==> config.mk <==
export PLATFORM = sky130hd
export DESIGN_NAME = led_scan_scheduler
export DESIGN_NICKNAME = d
export VERILOG_FILES = /design/src/rtl/led_scan_scheduler.sv
export SDC_FILE = /design/constraint.sdc
export NUM_CORES = 1
export LEC_CHECK = 0
export ABC_AREA = 0
export CAP_MARGIN = 30
export CORE_UTILIZATION = 44
export CTS_BUF_LIST = sky130_fd_sc_hd__clkbuf_8
export DETAILED_ROUTE_END_ITERATION = 8
export GPL_TIMING_DRIVEN = 0
export PLACE_DENSITY = 0.73
export SYNTH_ARGS = -nofsm -noshare
export SYNTH_HDL_FRONTEND = slang
export SYNTH_SLANG_ARGS = --single-unit
==> constraint.sdc <==
create_clock -name clock -period 4 [get_ports clock]
set_clock_uncertainty 0.1 [all_clocks]
set_input_delay 0.8 -clock clock [delete_from_list [all_inputs] [get_ports clock]]
set_output_delay 0.8 -clock clock [all_outputs]
set_load 0.005 [all_outputs]
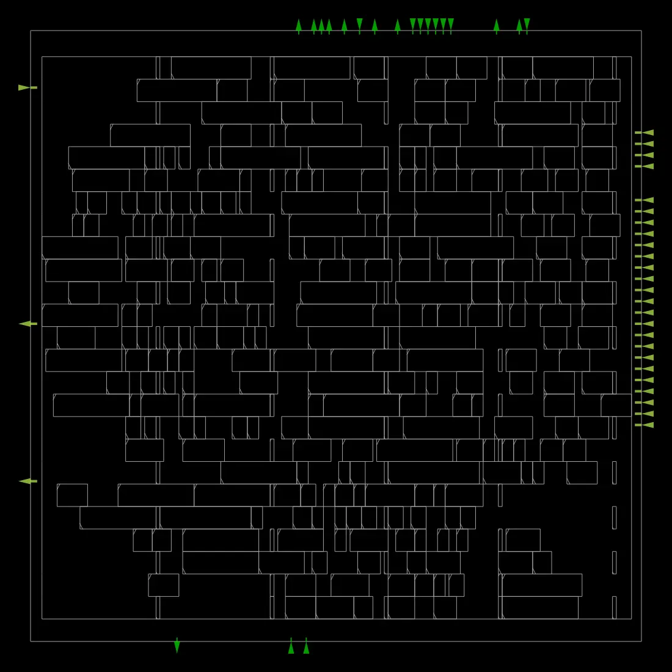
**Above:** run 1 (cell placement).
number of rows created at floorplan: 25
number of tap cells inserted: 67

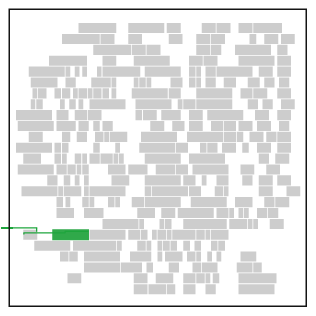
**Above:** run 1 (I/O nets highlighted).
Scale: 4 px per um.
Key: green = gnt_a [direction output, edge left, end cells 1, wire 23.8 um]
IO Pins: 48
count of input and output buffers: 47

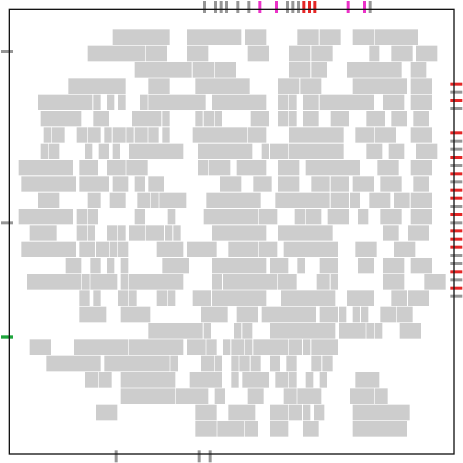
**Above:** run 1 (ports around the boundary).
Scale: 6 px per um. Pins as bars across the die edge, other pins in grey.
Key: magenta = char [pins 4, direction output, edge top]; green = gnt_a [pins 1, direction output, edge left]; red = data_b [pins 16, direction input, edge 13 right, 3 top]
die boundary height: 73.9 um
horizontal die dimension: 73.9 um

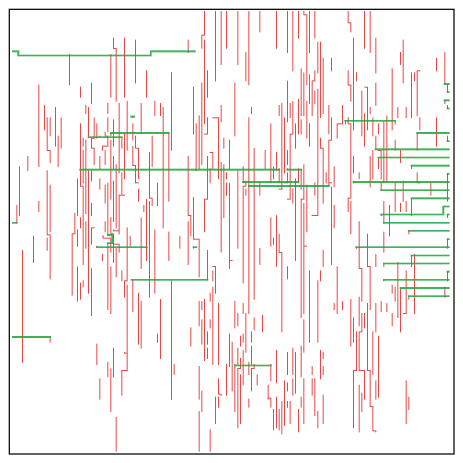
**Above:** run 1 (routed metal, one colour a layer).
Scale: 6 px per um. Only two layers are drawn.
Key: red = metal 2 [wire length 2,220 um]; green = metal 3 [wire length 310 um]
vias after detailed routing: 1,843
DRT Wirelength: 4870 um
routed len/inst: 14.2 um
total global-route track usage: 0.199

==> flow_results.org, run 1 <==
#+TITLE: Synthesis and PnR summary

** STA
- On the final layout, the worst hold slack is 191 ps.
- Post-layout period usage of the worst path :: 0.907
- The final layout reports a setup TNS of 0 ps.
- Setup repair after global routing left no endpoint under its margin.
- The final timing report lists a hold violation count of 0.

** Clocking
- Looking at the clock tree report, the maximum root-to-sink buffer count equals 2.
- The number of clock buffers added by TritonCTS is 5.
- Looking at the clock tree report, the H-tree level count equals 2.
- # Post-CTS Setup Buffers :: 0
- CTS sink cnt :: 43
- CTS tree :: built

** Status
- Result of the run :: completed

** Setup path
- The number of buffers and inverters on the critical path is 5.
- STA classifies the critical path endpoint as a register.
- Setup slack on the worst reg-to-reg path comes out at 610 ps.
- Instance count on the critical path :: 13

** Final layout
- The number of antenna diodes in the final layout is 0.
- The area taken by sequential standard cells is reported as 1080 sq um.
- Top library cells by usage in the layout, fill and taps aside :: 46 x sky130_fd_sc_hd__clkdlybuf4s50_1, 37 x sky130_fd_sc_hd__dfrtp_1, 21 x sky130_fd_sc_hd__nand2_1

** Hold path
- Class of the tightest hold or removal check :: in2async

** Global route
- Via count of the first global-routing pass :: 1,820
- For this run the aggregate overflow at the end of global routing stands at 0.
- Most congested layer reported by global routing :: met2
- The number of antenna violations at the first check in global routing came to 0.

** Synthesis
- Largest area contributor in the netlist :: sky130_fd_sc_hd__dfrtp_1
- Average footprint of a synthesized cell :: 10.4 sq um
- After synthesis the netlist holds a flip-flop and latch count of 43.

** Detailed routing
- Once detail routing completed, the nets flagged for antenna violations numbered 0.

** Floorplanning
- Total core area :: 4850 sq um
- The chip occupies 5460 sq um.

** Placement
- Including well taps, the total number of placed cells is 334.
- STA on the placed design reports a worst setup slack of 88.4 ps.
- Instance area at placement :: 2840 sq um

** Power and ir drop
- Of the total power, the share spent switching nets is 0.210.
- After layout, the design draws a total of 974 uW.

** Run
- Stage-log warning count :: 33
- Max cap viols :: 0
## run 1: area by class of cell
class	count	share of cell area
Clock inverter	3	0.0214
Sequential cell	43	0.364
Multi-Input combinational cell	154	0.367
Clock buffer	5	0.0231
Buffer	10	0.0181
Inverter	12	0.0151
Tap cell	67	0.0282
Timing Repair Buffer	48	0.163
## run 1: cells by family after synthesis
logic type / Yosys count / share of synthesized area
fa+ha+maj: 12 / 0.0660
buf+inv: 22 / 0.0435
simple gates: 60 / 0.140
compound gates: 79 / 0.260
flops: 43 / 0.477
mux: 3 / 0.0143
**Run 1: sizing map**

Scale: 6 px per um.
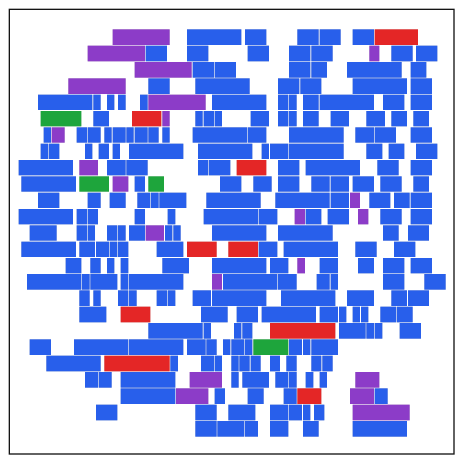

--- run 2 (diff from run 1) ---
--- a/config.mk
+++ b/config.mk
@@ -6,7 +6,8 @@
 export NUM_CORES = 1
 export LEC_CHECK = 0
 export ABC_AREA = 0
-export CAP_MARGIN = 30
+export CAP_MARGIN = 5
+export CORE_MARGIN = 4
 export CORE_UTILIZATION = 44
 export CTS_BUF_LIST = sky130_fd_sc_hd__clkbuf_8
 export DETAILED_ROUTE_END_ITERATION = 8
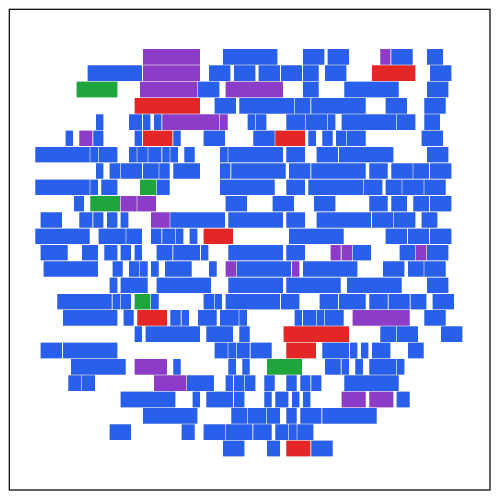
**Above:** run 2 (sizing map).
Scale: 6 px per um.
Key: purple = _2 cells [cells 21, share 7.6%, most used dfstp_2]; green = _3 and _4 cells [cells 5, share 1.8%]; blue = _0 and _1 cells [cells 240, share 87%, most used clkdlybuf4s50_1]; red = _6 and larger [cells 9, share 3.3%, most used clkbuf_8]
Design Area, Final: 2980 sq um
final worst setup slack: 364 ps
non-clock buffer total of the final layout: 58
layout-stage area growth over the synthesis result: 31.0%

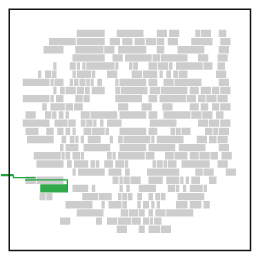
**Above:** run 2 (I/O nets highlighted).
Scale: 3 px per um.
Key: green = gnt_a [direction output, edge left, end cells 1, wire 26.1 um]

==> run 2 against run 1 <==
- hold slack got worse by 5.0 ps
- register-to-register slack worse by 40 ps
- critical path depth unchanged
- flip-flop count did not move
- global-route usage shrank 3.1 points
- design area grew 0.13%
- critical endpoint is now char[2]$_DFF_PN0_
- critical path type unchanged
==> flow_results.org, run 2 <==
#+TITLE: Synthesis and PnR summary

** Status
- Result of the run :: completed (unchanged)

** Floorplanning
- Total core area :: 4850 sq um (unchanged)
- The number of primary I/O pins is 48 (unchanged).
- Number of rows created at floorplan :: 25 (unchanged)
- The die outline area was 6380 sq um (was 5460 sq um).
- The overall die height is 79.9 um (was 73.9 um).

** Setup path
- The category of the worst setup path capture point is a register (unchanged).
- Number of buffers and inverters on the critical path :: 5 (unchanged)
- Instance count on the critical path :: 13 (unchanged)
- The flop-to-flop setup slack is 570 ps (was 610 ps).

** STA
- RSZ-0062 raised after global routing :: false (unchanged)
- The count of endpoints failing hold in the final timing report came to 0 (unchanged).
- The final hold slack was 186 ps (was 191 ps).

** Run
- The reported max-cap violation count is 0 (unchanged).

** Clocking
- H-tree levels :: 2 (unchanged)
- The total clock buffers created by CTS came to 5 (unchanged).
- CTS tree :: built (unchanged)
- CTS sink cnt :: 43 (unchanged)

** Global route
- The leftover overflow at the end of global routing was 0 (unchanged).
- Total global-route track usage :: 0.168 (was 0.199)
- Via count of the first global-routing pass :: 1,880 (was 1,820)

** Placement
- Number of cells after detailed placement :: 334 (unchanged)

** Detailed routing
- Routed len/inst :: 15.2 um (was 14.2 um)
- The final wirelength was 5200 um (was 4870 um).
- The tally of nets with antenna violations remaining after routing was 0 (unchanged).

** Synthesis
- The proportion of synthesized area in mux cells is 0.0143 (unchanged).
- The cell type with the largest total area is sky130_fd_sc_hd__dfrtp_1 (unchanged).
- The fraction of the mapped netlist area in adder cells was 0.0660 (unchanged).

** Power and ir drop
- Net Sw Frac :: 0.216 (was 0.210)
## run 2: netlist changes by cell type in the layout (fill, tap and decap cells not counted), sizes merged
cell,previous run,this run
clkinvlp,0,1
inv,13,12
## run 2: power by group through the flow
stage / clock [uW] / sequential (uW) / combinational (uW)
6_report: 393 / 459 / 132
5_1_grt: 424 / 460 / 146
4_1_cts: 405 / 459 / 134
3_5_place_dp: 0 / 467 / 133
3_3_place_gp: 0 / 467 / 129
2_1_floorplan: 0 / 466 / 66.7
## run 2: area by class of cell
cell class                      count  area (sq um)  area share
Clock inverter                      3          67.6      0.0227
Timing Repair Buffer               48           485       0.163
Multi-Input combinational cell    154          1090       0.366
Buffer                             10          53.8      0.0181
Sequential cell                    43          1080       0.364
Tap cell                           67          83.8      0.0281
Inverter                           12          45.0      0.0151
Clock buffer                        5          68.8      0.0231
Power is estimated from default activity; no workload was simulated.
